$ cat src/rtl/hazard_pkg.sv
// Shared state encoding and defaults for the 5-stage pipeline hazard controller.
package hazard_pkg;

  typedef enum logic [1:0] {
    RUN      = 2'd0,
    MEM_WAIT = 2'd1,
    FLUSH    = 2'd2
  } state_t;

  localparam int DEF_CNT_W   = 32;
  localparam int DEF_TIMEOUT = 255;
  localparam int REG_IDX_W   = 5;

  // Instruction word the fetch side loads into IF/ID when if_id_flush is high.
  localparam logic [31:0] NOP_INSN = 32'h0000_0013;

endpackage

$ cat src/rtl/hazard_detect.sv
// Combinational load-use compare between the load in EX and the sources read in ID.
module hazard_detect
  import hazard_pkg::*;
(
  input  logic [REG_IDX_W-1:0] id_rs1,
  input  logic [REG_IDX_W-1:0] id_rs2,
  input  logic                 id_use_rs1,
  input  logic                 id_use_rs2,
  input  logic                 ex_mem_read,
  input  logic [REG_IDX_W-1:0] ex_rd,
  output logic                 lu
);

  logic [REG_IDX_W-1:0] src_idx [2];
  logic [1:0]           src_use;
  logic [1:0]           src_hit;

  assign src_idx[0] = id_rs1;
  assign src_idx[1] = id_rs2;
  assign src_use    = {id_use_rs2, id_use_rs1};

  for (genvar gi = 0; gi < 2; gi++) begin : g_src
    assign src_hit[gi] = src_use[gi] && (src_idx[gi] == ex_rd);
  end

  // x0 is never a real producer, so a load targeting it cannot create a hazard.
  assign lu = ex_mem_read && (ex_rd != '0) && (|src_hit);

endmodule

$ cat src/rtl/hazard_ctrl.sv
// Pipeline sequencing controller: load-use stalls, EX redirects, data-memory waits
// with timeout, plus saturating stall/flush performance counters.
module hazard_ctrl
  import hazard_pkg::*;
#(
  parameter int CNT_W   = DEF_CNT_W,
  parameter int TIMEOUT = DEF_TIMEOUT
) (
  input  logic                 clk,
  input  logic                 rst_n,
  input  logic [REG_IDX_W-1:0] id_rs1,
  input  logic [REG_IDX_W-1:0] id_rs2,
  input  logic                 id_use_rs1,
  input  logic                 id_use_rs2,
  input  logic                 ex_mem_read,
  input  logic [REG_IDX_W-1:0] ex_rd,
  input  logic                 ex_redirect,
  input  logic                 mem_req,
  input  logic                 mem_ready,
  output logic                 pc_write,
  output logic                 if_id_write,
  output logic                 if_id_flush,
  output logic                 id_ex_flush,
  output logic                 ex_mem_hold,
  output logic                 mem_wb_bubble,
  output logic                 mem_fault,
  output logic [1:0]           state,
  output logic [CNT_W-1:0]     stall_cycles,
  output logic [CNT_W-1:0]     flush_count
);

  localparam int WAIT_W = $clog2(TIMEOUT + 1);
  localparam logic [WAIT_W-1:0] WAIT_LAST = WAIT_W'(TIMEOUT - 1);
  localparam logic [WAIT_W-1:0] WAIT_ONE  = WAIT_W'(1);

  state_t             state_reg, state_next;
  logic [WAIT_W-1:0]  wait_cnt_reg, wait_cnt_next;
  logic               pending_reg, pending_next;
  logic [CNT_W-1:0]   stall_cnt_reg, flush_cnt_reg;
  logic               lu, mem_stall, run_events, redirect_taken;

  hazard_detect u_detect (
    .id_rs1      (id_rs1),
    .id_rs2      (id_rs2),
    .id_use_rs1  (id_use_rs1),
    .id_use_rs2  (id_use_rs2),
    .ex_mem_read (ex_mem_read),
    .ex_rd       (ex_rd),
    .lu          (lu)
  );

  assign mem_stall = mem_req && !mem_ready;

  always_comb begin
    pc_write       = 1'b1;
    if_id_write    = 1'b1;
    if_id_flush    = 1'b0;
    id_ex_flush    = 1'b0;
    ex_mem_hold    = 1'b0;
    mem_wb_bubble  = 1'b0;
    mem_fault      = 1'b0;
    state_next     = state_reg;
    wait_cnt_next  = wait_cnt_reg;
    pending_next   = pending_reg;
    run_events     = 1'b0;
    redirect_taken = 1'b0;

    case (state_reg)
      MEM_WAIT: begin
        if (mem_ready) begin
          wait_cnt_next = '0;
          pending_next  = 1'b0;
          state_next    = pending_reg ? FLUSH : RUN;
          run_events    = 1'b1;
        end else if (wait_cnt_reg == WAIT_LAST) begin
          // Abandon the access: unfreeze, but keep MEM/WB from committing it.
          mem_fault     = 1'b1;
          mem_wb_bubble = 1'b1;
          wait_cnt_next = '0;
          pending_next  = 1'b0;
          state_next    = RUN;
        end else begin
          pc_write      = 1'b0;
          if_id_write   = 1'b0;
          ex_mem_hold   = 1'b1;
          mem_wb_bubble = 1'b1;
          wait_cnt_next = wait_cnt_reg + WAIT_ONE;
        end
      end
      FLUSH: begin
        if_id_flush = 1'b1;
        state_next  = RUN;
        if (mem_stall) begin
          pc_write      = 1'b0;
          if_id_write   = 1'b0;
          ex_mem_hold   = 1'b1;
          mem_wb_bubble = 1'b1;
          pending_next  = 1'b1;
          wait_cnt_next = WAIT_ONE;
          state_next    = MEM_WAIT;
        end
      end
      default: begin
        // The entry cycle is itself the first wait cycle, hence the count starts at one.
        if (mem_stall) begin
          pc_write      = 1'b0;
          if_id_write   = 1'b0;
          ex_mem_hold   = 1'b1;
          mem_wb_bubble = 1'b1;
          wait_cnt_next = WAIT_ONE;
          state_next    = MEM_WAIT;
        end else begin
          run_events = 1'b1;
        end
      end
    endcase

    if (run_events) begin
      if (ex_redirect) begin
        if_id_flush    = 1'b1;
        id_ex_flush    = 1'b1;
        redirect_taken = 1'b1;
        state_next     = FLUSH;
      end else if (lu) begin
        pc_write    = 1'b0;
        if_id_write = 1'b0;
        id_ex_flush = 1'b1;
      end
    end

    if (!rst_n) begin
      pc_write      = 1'b0;
      if_id_write   = 1'b0;
      if_id_flush   = 1'b1;
      id_ex_flush   = 1'b1;
      mem_wb_bubble = 1'b1;
      ex_mem_hold   = 1'b0;
      mem_fault     = 1'b0;
    end
  end

  always_ff @(posedge clk) begin
    if (!rst_n) begin
      state_reg     <= RUN;
      wait_cnt_reg  <= '0;
      pending_reg   <= 1'b0;
      stall_cnt_reg <= '0;
      flush_cnt_reg <= '0;
    end else begin
      state_reg    <= state_next;
      wait_cnt_reg <= wait_cnt_next;
      pending_reg  <= pending_next;
      if (!pc_write && !(&stall_cnt_reg))
        stall_cnt_reg <= stall_cnt_reg + CNT_W'(1);
      if (redirect_taken && !(&flush_cnt_reg))
        flush_cnt_reg <= flush_cnt_reg + CNT_W'(1);
    end
  end

  assign state        = rst_n ? state_reg : RUN;
  assign stall_cycles = stall_cnt_reg;
  assign flush_count  = flush_cnt_reg;

endmodule

$ cat config.mk
export PLATFORM = sky130hd
export DESIGN_NAME = hazard_ctrl
export DESIGN_NICKNAME = d
export VERILOG_FILES = /design/src/rtl/hazard_pkg.sv /design/src/rtl/hazard_detect.sv /design/src/rtl/hazard_ctrl.sv
export SDC_FILE = /design/constraint.sdc
export NUM_CORES = 1
export LEC_CHECK = 0
export ABC_AREA = 1
export CORE_MARGIN = 3
export CORE_UTILIZATION = 30
export CTS_CLUSTER_DIAMETER = 30
export DETAILED_ROUTE_END_ITERATION = 6
export SLEW_MARGIN = 15
export SYNTH_ARGS = -nofsm -noshare
export SYNTH_HDL_FRONTEND = slang
export SYNTH_SLANG_ARGS = --single-unit
$ cat constraint.sdc
create_clock -name clk -period 1.9 [get_ports clk]
set_clock_uncertainty 0.15 [all_clocks]
set_input_delay 0.19 -clock clk [delete_from_list [all_inputs] [get_ports clk]]
set_output_delay 0.19 -clock clk [all_outputs]
set_load 0.05 [all_outputs]
run_1/clock_wires.png
Bar = 50 µm.
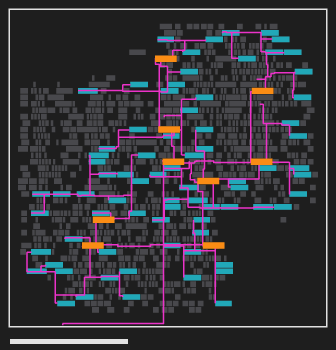
[orange] clock-net drivers | count: 9
[magenta] clock wires | length: 1220 µm
[cyan] flip-flops | count: 75
routed clock nets: 10

run_1/route_heat.png
The die is cut into 27 by 27 equal tiles; dark blue is low, red is high, scaled to the fullest tile. Values are wire area over tile area, all layers added.
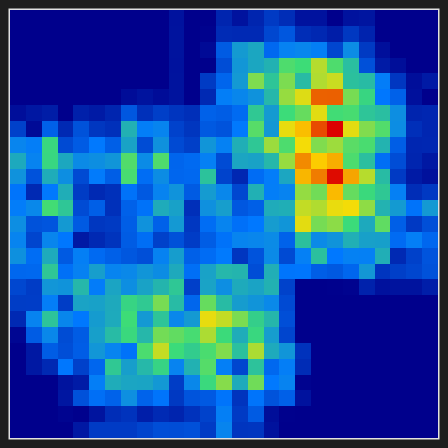
emptiest ninth of the die: south-east
tiles over half the peak: 11%
mean over tiles: 0.15
fullest tile: 0.71
nearly empty tiles: 25%

==> impl_metrics.py, run 1 <==
# Generated from Yosys and OpenROAD reports
metrics = {
    "timing": {
        "timing.final.ws_setup_ns": -0.136,
        "setup_viol": 36,
        "hold_viol": 0,
        "max_freq_ghz": 0.491,
    },
    "logic_synthesis": {
        "seq_area_frac_synth_pct": 30.8,
        "logic_family": "simple AND/OR/NAND/NOR gates",
        "synthXorXnorAreaFrac_pct": 6.29,
        "top_cell_area_share_pct": 30.8,
        "syn-instance-count": 798,
        "edf_count": 0,
        "yosys.area_share.aoi_pct": 9.09,
        "common_cells": "274 x nand2_1, 96 x nor2_1, 75 x dfxtp_1",
    },
    "min_path": {
        "hp-start": "wait_cnt_reg[7]",
        "worstHoldPathCells": 2,
    },
    "clock_tree": {
        "cts.reportedPaths.clkPinSlew_ns": 0.06,
        "cts_hold_buf": 0,
        "htreeDepth": 3,
        "cts-root-buf": "clkbuf_16",
        "ctsResizeCount": 38,
        "clock-sinks": 75,
        "cts_tree": "done",
    },
    "routing": {
        "drtIter0Drc": 424,
        "top_layer_used": "met4",
        "met2_length_um": 7970,
    },
    "final_layout": {
        "fin_nets": 1035,
        "num-nonclk-inverters": 78,
        "diodes": 0,
        "comb_area_um2": 3320,
        "nNonClkBuffers": 216,
        "syn_to_final_growth_pct": 59.9,
        "largest_cell_class": "combinational gates",
        "nFillCells": 1567,
    },
    "critical_path": {
        "worstSetupEndpoint": "pc_write",
        "crit_start": "state_reg[1]",
        "path_depth": 9,
        "crit_buf_inv": 3,
        "cp_slowest_cell": "dfxtp_4",
    },
    "power": {
        "power.leakage_nw": 3.31,
        "p_sw_w": 0.00118,
        "sw_frac_of_total_pct": 28.8,
        "finalPower_w": 0.00409,
        "comb-power_w": 0.000792,
        "seqPwrFrac_pct": 39.5,
        "ir_drop_mv": 0.488,
        "pwr-share-comb_pct": 19.4,
    },
    "global_route": {
        "grt_overflow": 0,
        "grt_max_degree": 43,
        "grt_busiest_layer": "met2",
        "antenna_found_initial": 0,
    },
    "status": {
        "outcome": "finished, violations left",
        "violations": "negative setup slack",
    },
    "floorplanning": {
        "die.size.y_um": 133,
    },
    "place": {
        "gp_congestion": 0.884,
    },
    "run": {
        "drv_cap": 0,
    },
}
run_1/placed.png
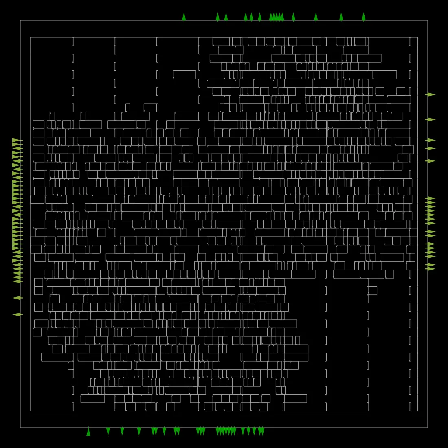
Rows: 45
# Taps: 211
Final Util: 50.1%

run_1/ff_map.png
Bar = 50 µm.
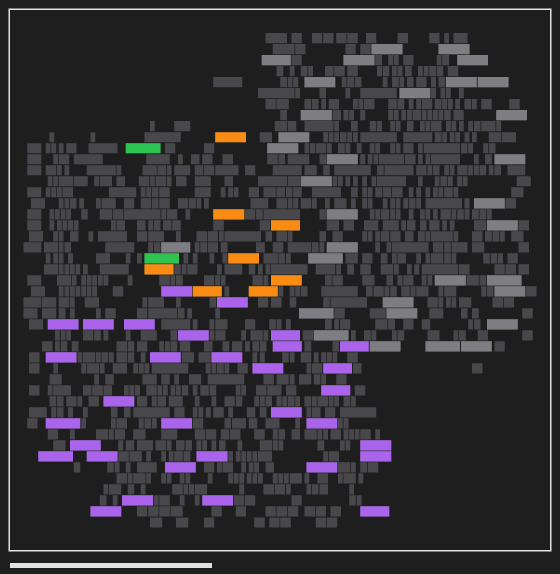

==> run 1 -> run 2 <==
==> constraint.sdc (replaced) <==
create_clock -name clk -period 1.9 [get_ports clk]
set_clock_uncertainty 0.15 [all_clocks]
set_input_delay 0.38 -clock clk [delete_from_list [all_inputs] [get_ports clk]]
set_output_delay 0.38 -clock clk [all_outputs]
set_load 0.05 [all_outputs]
run_2/ff_map.png
Bar = 50 µm.
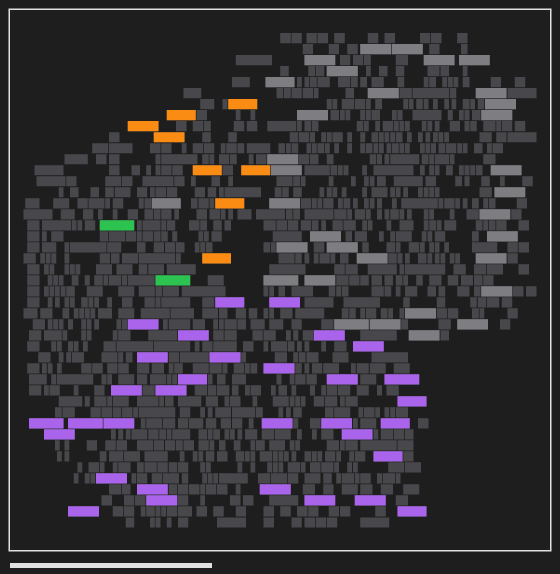
[green] state_reg | flops: 2
[orange] wait_cnt_reg | flops: 8
[purple] flush_count | flops: 32
not coloured: 33

run_2/sizing.png
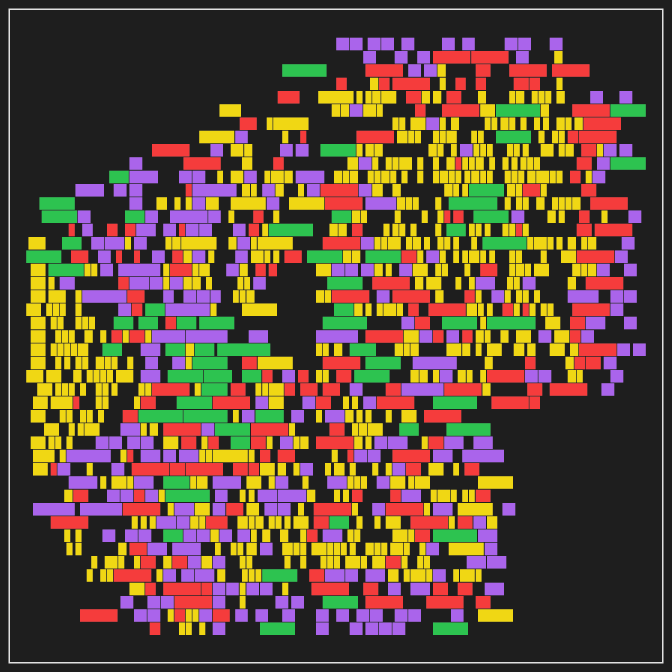
[green] x6 and larger | cells: 62 | share: 6.0% | most used: buf_12
[yellow] x1 and smaller | cells: 569 | share: 55% | most used: nand2_1
[red] x2 | cells: 171 | share: 16% | most used: dfxtp_2
[purple] x3 and x4 | cells: 238 | share: 23% | most used: buf_4

==> run 2 against run 1 <==
Effect of this change: the run still ends with negative setup slack left; sequential power about the same; sequential cell count unchanged; non-clock buffer count rose by 28; area after synthesis did not move; final cell count increased by 2.4%; sequential share of layout area fell by 1.9 points; via count is 3.5% higher; critical path type unchanged; critical endpoint is now if_id_write.
==> impl_metrics.py, run 2 <==
# Generated from Yosys and OpenROAD reports
metrics = {
    "logic_synthesis": {
        "yosys.area_share.aoi_pct": 9.09,
        "synthXorXnorAreaFrac_pct": 6.29,
        "ys_async_sr_fraction_pct": 0,
        "edf_count": 0,
        "common_cells": "274 x nand2_1, 96 x nor2_1, 75 x dfxtp_1",
        "top_cell_area_share_pct": 30.8,
        "seq_area_frac_synth_pct": 30.8,
        "logic_family": "simple AND/OR/NAND/NOR gates",
        "syn_nets": 827,
        "most_common_cell": "nand2_1",
        "syn-instance-count": 798,
    },
    "final_layout": {
        "clock_cell_area_share_pct": 3.27,
        "comb_area_um2": 3780,
        "nFillCells": 1479,
        "postLayoutCoreUtil_pct": 55.0,
        "nNonClkBuffers": 244,
        "fin_nets": 1064,
        "largest_cell_class": "combinational gates",
        "num-nonclk-inverters": 79,
        "diodes": 0,
        "syn_to_final_growth_pct": 75.3,
    },
    "power": {
        "power.leakage_nw": 3.68,
        "ir_drop_mv": 0.480,
        "pwr-share-comb_pct": 22.6,
        "sw_frac_of_total_pct": 28.4,
        "seqPwrFrac_pct": 37.9,
        "comb-power_w": 0.000964,
        "p_sw_w": 0.00121,
        "finalPower_w": 0.00427,
        "power_frac_clock_pct": 39.5,
        "power_density_nw_per_um2": 500,
    },
    "timing": {
        "tightest_slew_ns": 0.618,
        "setup_viol": 61,
        "hold_viol": 0,
        "timing.final.ws_setup_ns": -0.386,
        "max_freq_ghz": 0.437,
        "slew_headroom_pct": 58.8,
    },
    "floorplanning": {
        "die.size.y_um": 133,
        "taps": 211,
        "num_rows": 45,
        "die_w_um": 133,
    },
    "routing": {
        "top_layer_used": "met4",
        "dr.pass1.iters": 5,
        "drtIter0Drc": 405,
        "wirelength_um": 17600,
        "met2_length_um": 8570,
    },
    "critical_path": {
        "path_depth": 9,
        "worstSetupEndpoint": "if_id_write",
        "rr_startpoint": "wait_cnt_reg[0]",
        "crit_start": "state_reg[1]",
        "crit_buf_inv": 3,
    },
    "min_path": {
        "worstHoldPathCells": 2,
        "hp-start": "pending_reg",
    },
    "status": {
        "outcome": "finished, violations left",
        "violations": "negative setup slack",
    },
    "global_route": {
        "grt_busiest_layer": "met2",
        "grt_overflow": 0,
        "antenna_found_initial": 0,
        "grt_max_degree": 58,
    },
    "clock_tree": {
        "clock-sinks": 75,
        "cts-root-buf": "clkbuf_16",
        "cts_tree": "done",
        "ctsResizeCount": 72,
        "cts_made_buffers": 9,
        "htreeDepth": 3,
    },
    "place": {
        "gp_congestion": 0.909,
    },
    "run": {
        "drv_cap": 0,
    },
}
run_2/clock_wires.png
Bar = 50 µm.
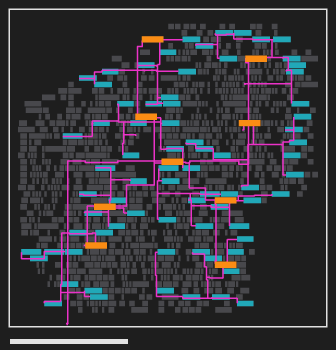
[cyan] flip-flops | count: 75
[magenta] clock wires | length: 1230 µm
[orange] clock-net drivers | count: 9
routed clock nets: 10

==> run 2 -> run 3 <==
- CAP_MARGIN: not set -> 40
run_3/clock_wires.png
Bar = 50 µm.
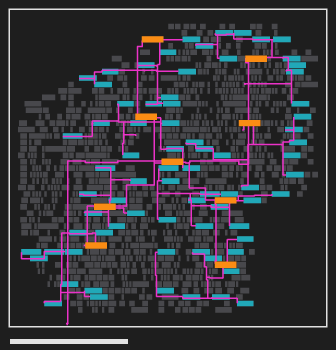
[orange] clock-net drivers | count: 9
[cyan] flip-flops | count: 75
[magenta] clock wires | length: 1230 µm
flops lie: widely spread

run_3/sizing.png
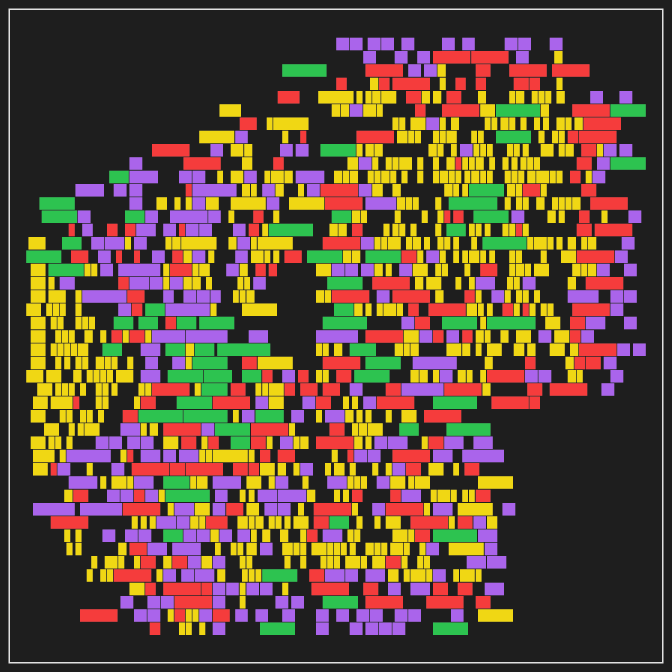
[purple] x3 and x4 | cells: 238 | share: 23% | most used: buf_4
[yellow] x1 and smaller | cells: 569 | share: 55% | most used: nand2_1
[green] x6 and larger | cells: 62 | share: 6.0% | most used: buf_12
[red] x2 | cells: 171 | share: 16% | most used: dfxtp_2

==> run 3 against run 2 <==
Effect of this change: power did not move; area after synthesis did not move; critical path depth did not move; largest power group unchanged; critical endpoint unchanged; the run still ends with negative setup slack left; setup slack did not move; first-iteration DRC count did not move.
==> impl_metrics.py, run 3 <==
# Generated from Yosys and OpenROAD reports
metrics = {
    "power": {
        "seqPwrFrac_pct": 37.9,
        "comb-power_w": 0.000964,
        "power.leakage_nw": 3.68,
        "pwr-share-comb_pct": 22.6,
        "p_sw_w": 0.00121,
        "power_frac_clock_pct": 39.5,
        "ir_drop_mv": 0.480,
        "power_density_nw_per_um2": 500,
    },
    "final_layout": {
        "syn_to_final_growth_pct": 75.3,
        "num-nonclk-inverters": 79,
        "nFillCells": 1479,
        "largest_cell_class": "combinational gates",
        "comb_area_um2": 3780,
        "fin_nets": 1064,
        "nNonClkBuffers": 244,
    },
    "status": {
        "violations": "negative setup slack",
        "outcome": "finished, violations left",
    },
    "routing": {
        "met2_length_um": 8570,
        "wirelength_um": 17600,
        "drtIter0Drc": 405,
        "top_layer_used": "met4",
    },
    "critical_path": {
        "crit_start": "state_reg[1]",
        "path_depth": 9,
        "crit_buf_inv": 3,
    },
    "global_route": {
        "grt_busiest_layer": "met2",
        "grt_max_degree": 58,
    },
    "floorplanning": {
        "num_rows": 45,
        "die_w_um": 133,
        "taps": 211,
        "die.size.y_um": 133,
    },
    "logic_synthesis": {
        "ys_async_sr_fraction_pct": 0,
        "edf_count": 0,
        "common_cells": "274 x nand2_1, 96 x nor2_1, 75 x dfxtp_1",
        "most_common_cell": "nand2_1",
        "synthXorXnorAreaFrac_pct": 6.29,
        "seq_area_frac_synth_pct": 30.8,
        "syn-instance-count": 798,
    },
    "clock_tree": {
        "cts_made_buffers": 9,
        "cts-root-buf": "clkbuf_16",
        "cts.reportedPaths.clkPinSlew_ns": 0.06,
        "cts_tree": "done",
        "htreeDepth": 3,
    },
    "timing": {
        "setup_viol": 61,
        "max_freq_ghz": 0.437,
        "timing.final.ws_setup_ns": -0.386,
        "tightest_slew_ns": 0.618,
        "slew_headroom_pct": 58.8,
    },
    "min_path": {
        "hp-start": "pending_reg",
    },
    "run": {
        "drv_cap": 0,
    },
}
run_3/route_heat.png
The die is cut into 27 by 27 equal tiles; dark blue is low, red is high, scaled to the fullest tile. Values are wire area over tile area, all layers added.
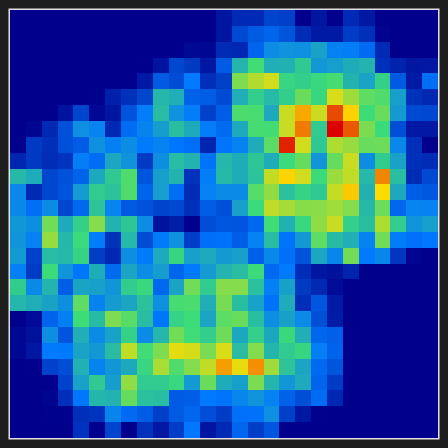
emptiest ninth of the die: north-west
mean over tiles: 0.16
nearly empty tiles: 24%

Power is estimated from default activity; no workload was simulated.
